===== src/rtl/rtc_timekeeper.sv =====
// -----------------------------------------------------------------------------
// rtc_timekeeper
// Time-of-day counter (hh:mm:ss, 24 h) used to timestamp lock events.
// A prescaler divides the system clock down to one-second ticks. Features:
// run/pause with the partial second preserved, validated time set,
// minute-resolution alarm, day-rollover pulse and a 12 h display view.
//
// Parameters:
//   CLK_FREQ_HZ   system clock cycles per second (>= 1); 1 = one second per
//                 enabled cycle
//
// Ports:
//   clk            system clock, rising edge
//   reset          synchronous, active-high; overrides every other input
//   run            1 = time advances, 0 = prescaler and time frozen
//   set_en         one-cycle request to load set_hours/minutes/seconds
//   set_hours      hours to load (0..23)
//   set_minutes    minutes to load (0..59)
//   set_seconds    seconds to load (0..59)
//   alarm_en       enables the alarm compare
//   alarm_hours    alarm hour (0..23)
//   alarm_minutes  alarm minute (0..59)
//   seconds        current seconds (0..59)
//   minutes        current minutes (0..59)
//   hours          current hours (0..23)
//   hours12        12 h view of hours (1..12)
//   pm             1 = PM in the 12 h view
//   sec_tick       one-cycle pulse, the seconds just advanced
//   day_tick       one-cycle pulse, 23:59:59 -> 00:00:00 wrap
//   alarm_hit      one-cycle pulse, a tick reached alarm_hours:alarm_minutes:00
//   set_err        one-cycle pulse, set_en carried out-of-range values
// -----------------------------------------------------------------------------
module rtc_timekeeper #(
    parameter int CLK_FREQ_HZ = 1
) (
    input  logic       clk,
    input  logic       reset,
    input  logic       run,
    input  logic       set_en,
    input  logic [4:0] set_hours,
    input  logic [5:0] set_minutes,
    input  logic [5:0] set_seconds,
    input  logic       alarm_en,
    input  logic [4:0] alarm_hours,
    input  logic [5:0] alarm_minutes,
    output logic [5:0] seconds,
    output logic [5:0] minutes,
    output logic [4:0] hours,
    output logic [3:0] hours12,
    output logic       pm,
    output logic       sec_tick,
    output logic       day_tick,
    output logic       alarm_hit,
    output logic       set_err
);

    localparam int PRESC_W = (CLK_FREQ_HZ > 1) ? $clog2(CLK_FREQ_HZ) : 1;
    localparam logic [PRESC_W-1:0] PRESC_MAX = PRESC_W'(CLK_FREQ_HZ - 1);
    localparam logic [PRESC_W-1:0] PRESC_ONE = PRESC_W'(1);

    logic [PRESC_W-1:0] presc_q, presc_d;
    logic [5:0]         seconds_q, seconds_d;
    logic [5:0]         minutes_q, minutes_d;
    logic [4:0]         hours_q, hours_d;
    logic               sec_tick_q, sec_tick_d;
    logic               day_tick_q, day_tick_d;
    logic               alarm_hit_q, alarm_hit_d;
    logic               set_err_q, set_err_d;

    logic               tick_s;
    logic               set_valid_s;
    logic               alarm_range_s;
    logic [4:0]         hours_m12_s;

    // Next-state: set has priority over a coincident tick; counters compare at
    // their wrap value so no register ever holds an out-of-range value.
    always_comb begin
        tick_s        = run && (presc_q == PRESC_MAX);
        set_valid_s   = set_en && (set_hours < 5'd24) && (set_minutes < 6'd60)
                        && (set_seconds < 6'd60);
        alarm_range_s = (alarm_hours < 5'd24) && (alarm_minutes < 6'd60);

        presc_d     = presc_q;
        seconds_d   = seconds_q;
        minutes_d   = minutes_q;
        hours_d     = hours_q;
        sec_tick_d  = 1'b0;
        day_tick_d  = 1'b0;
        alarm_hit_d = 1'b0;
        set_err_d   = 1'b0;

        if (set_valid_s) begin
            // A valid set restarts the second from zero and never pulses.
            seconds_d = set_seconds;
            minutes_d = set_minutes;
            hours_d   = set_hours;
            presc_d   = '0;
        end else begin
            set_err_d = set_en;

            if (run) begin
                presc_d = (presc_q == PRESC_MAX) ? '0 : (presc_q + PRESC_ONE);
            end else begin
                presc_d = presc_q;
            end

            if (tick_s) begin
                sec_tick_d = 1'b1;
                if (seconds_q == 6'd59) begin
                    seconds_d = 6'd0;
                    if (minutes_q == 6'd59) begin
                        minutes_d = 6'd0;
                        if (hours_q == 5'd23) begin
                            hours_d    = 5'd0;
                            day_tick_d = 1'b1;
                        end else begin
                            hours_d = hours_q + 5'd1;
                        end
                    end else begin
                        minutes_d = minutes_q + 6'd1;
                    end
                end else begin
                    seconds_d = seconds_q + 6'd1;
                end
                // Alarm only on a tick-driven arrival at hh:mm:00.
                alarm_hit_d = alarm_en && alarm_range_s
                              && (hours_d == alarm_hours)
                              && (minutes_d == alarm_minutes)
                              && (seconds_d == 6'd0);
            end else begin
                sec_tick_d = 1'b0;
            end
        end
    end

    // State and pulse registers with synchronous reset.
    always_ff @(posedge clk) begin
        if (reset) begin
            presc_q     <= '0;
            seconds_q   <= 6'd0;
            minutes_q   <= 6'd0;
            hours_q     <= 5'd0;
            sec_tick_q  <= 1'b0;
            day_tick_q  <= 1'b0;
            alarm_hit_q <= 1'b0;
            set_err_q   <= 1'b0;
        end else begin
            presc_q     <= presc_d;
            seconds_q   <= seconds_d;
            minutes_q   <= minutes_d;
            hours_q     <= hours_d;
            sec_tick_q  <= sec_tick_d;
            day_tick_q  <= day_tick_d;
            alarm_hit_q <= alarm_hit_d;
            set_err_q   <= set_err_d;
        end
    end

    // 12 h view derived from the registered hour.
    always_comb begin
        hours_m12_s = hours_q - 5'd12;
        if (hours_q == 5'd0) begin
            hours12 = 4'd12;
            pm      = 1'b0;
        end else if (hours_q < 5'd12) begin
            hours12 = hours_q[3:0];
            pm      = 1'b0;
        end else if (hours_q == 5'd12) begin
            hours12 = 4'd12;
            pm      = 1'b1;
        end else begin
            hours12 = hours_m12_s[3:0];
            pm      = 1'b1;
        end
    end

    assign seconds   = seconds_q;
    assign minutes   = minutes_q;
    assign hours     = hours_q;
    assign sec_tick  = sec_tick_q;
    assign day_tick  = day_tick_q;
    assign alarm_hit = alarm_hit_q;
    assign set_err   = set_err_q;

endmodule


===== config.mk =====
export PLATFORM = sky130hd
export DESIGN_NAME = rtc_timekeeper
export DESIGN_NICKNAME = d
export VERILOG_FILES = /design/src/rtl/rtc_timekeeper.sv
export SDC_FILE = /design/constraint.sdc
export NUM_CORES = 1
export LEC_CHECK = 0
export CORE_MARGIN = 2
export CORE_UTILIZATION = 47
export DETAILED_ROUTE_END_ITERATION = 16
export PLACE_DENSITY = 0.8
export SYNTH_ARGS = -nofsm -noshare
export SYNTH_HDL_FRONTEND = slang
export SYNTH_SLANG_ARGS = --single-unit

===== constraint.sdc =====
create_clock -name clk -period 2.75 [get_ports clk]
set_input_delay 0.55 -clock clk [delete_from_list [all_inputs] [get_ports clk]]
set_output_delay 0.55 -clock clk [all_outputs]
set_load 0.05 [all_outputs]

==> flow_metrics.py <==
# Metrics from the implementation run
metrics = {
    "outcome": {
        "status": "complete, no violations",
    },
    "critical_path": {
        "worstPathRequired_ps": 2200,
        "crit_path_max_incr_delay_ps": 510,
        "cp_num_cells": 5,
        "critPathLaunchType": "flop",
        "path_buffers": 1,
        "reg2reg_depth": 7,
        "cp.arrival_ps": 2030,
    },
    "route": {
        "drt_iter0_drc": 156,
    },
    "placement": {
        "numPortBuffers": 58,
        "routabilityCongestion": 0.9363,
    },
    "timing": {
        "slew_viol_final": 0,
        "setup_tns_ps": 0,
        "maxSlewHeadroom_pct": 62.91,
    },
    "pwr": {
        "powerDensity_nw_per_um2": 397.7,
        "power.switching_uw": 409.9,
    },
    "global_route": {
        "grtUsageMet2_pct": 40.69,
    },
    "logic_synthesis": {
        "yosysMostFrequentCell": "nor2_1",
        "synth_warnings": 0,
        "syn_area_sq_um": 1918,
        "yosysSeqAreaShare_pct": 21.92,
        "avgSynthCellArea_sq_um": 7.321,
        "top_logic_kind": "simple AND/OR/NAND/NOR gates",
        "ys_cells": 262,
        "yosys-top-cells-count": "nor2_1 (31), dfxtp_1 (21), nand2_1 (19), o21ai_0 (16), a21oi_1 (13)",
        "syn_nets": 303,
        "ff_type": "dfxtp_1",
        "synthAoiAreaFrac_pct": 28.90,
        "synth-edff-count": 0,
        "synthMuxAreaShare_pct": 2.153,
    },
    "finish": {
        "buffers_excl_clock": 65,
        "clk_share_pct": 1.740,
        "drive_gt1_share_pct": 8.974,
        "design_area_sq_um": 2589,
        "largest_class": "multi-input combinational cells",
        "comb_cells": 212,
        "nClkBuffers": 4,
        "fin_cells": 362,
        "layout.nonclk_buf_share_pct": 24.94,
    },
    "floorplanning": {
        "num_rows": 23,
        "dieHeight_microns": 67.89,
    },
    "clock_tree": {
        "cts_tree": "yes",
        "cts_sinks": 21,
        "clk_pin_slew_ps": 80,
        "clock_path_buffers": 2,
        "post-cts-setup-buffer-count": 0,
    },
    "min_path": {
        "hp-class": "flop to flop",
    },
}
[layer usage]
layer,routed length [microns],up-vias
li1,-,1089
met1,2784,1018
met2,2568,89
met3,418,5
met4,42,0
met5,0,-
[worst reg2reg max path: cells and delay by family (launching register included)]
kind	cells	cell delay, ps
AOI/OAI and AO/OA	2	570
adders and majority gates	1	340
DFF	1	410
and+or+nand+nor	4	1000
[how the worst min path moves through the flow]
stage	from	end	slack (ps)
3_3_place_gp	hours[2]	hours[2]	560
3_5_place_dp	hours[2]	hours[2]	570
5_1_grt	hours[2]	hours[2]	650
2_1_floorplan	set_minutes[3]	minutes[3]	690
6_report	hours[2]	hours[2]	580
4_1_cts	hours[2]	hours[2]	590
Figure 1. Sequential cells colored by netlist name.
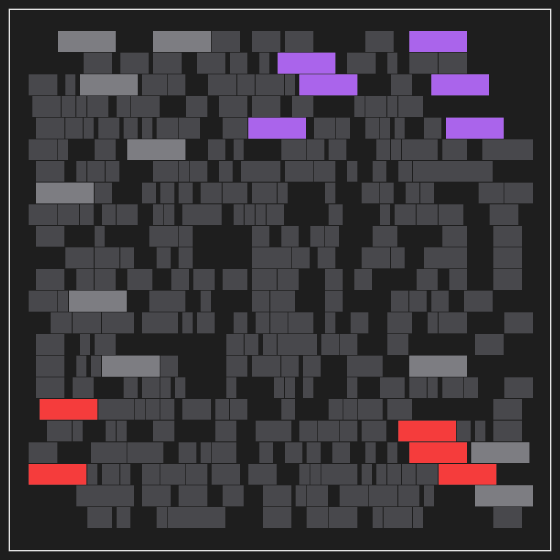
| color | signal | placed flops |
|---|---|---|
| purple | `minutes` | 6 |
| red | `hours` | 5 |
not colored: 10
share of the core filled with cells: 65.19%
P_seq: 380 uW
fraction of area in registers: 16.24%
register area: 420.4 sq um

Figure 2. Clock wires, drivers and flops.
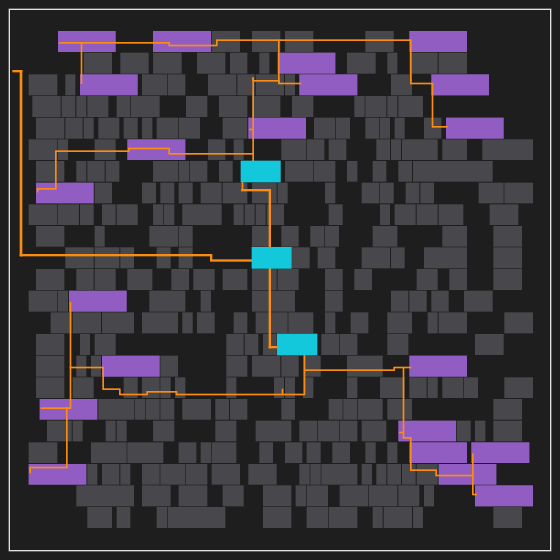
[cyan] clock-net drivers | count: 3
[orange] clock wires | length: 321 microns
[purple] flip-flops | count: 21
routed clock nets: 4
flops lie: spread over the die
worst skew pair latency: 260 ps
clock skew: 1.907 ps

Figure 3. The metal 1 layer.
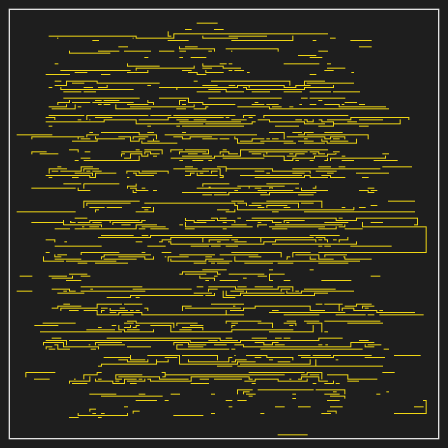
nets with wire on the layer: 302
wire length on this layer: 2780 microns
share of all routed wire: 48%
main direction: horizontal
longest straight run: 24.4 microns
met1 Use GR: 38.62%
final WL: 5814 microns
routed via count: 2201

Figure 4. Track usage over the die.
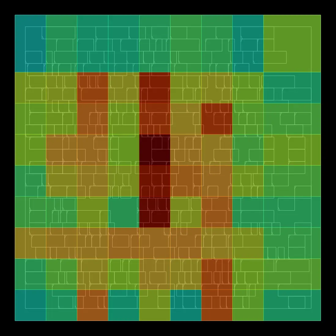
aggregate global-route resource usage: 25.96%
drt wl/cell: 16.06 microns

No activity file was given, so power comes from the tool's default toggle rates.
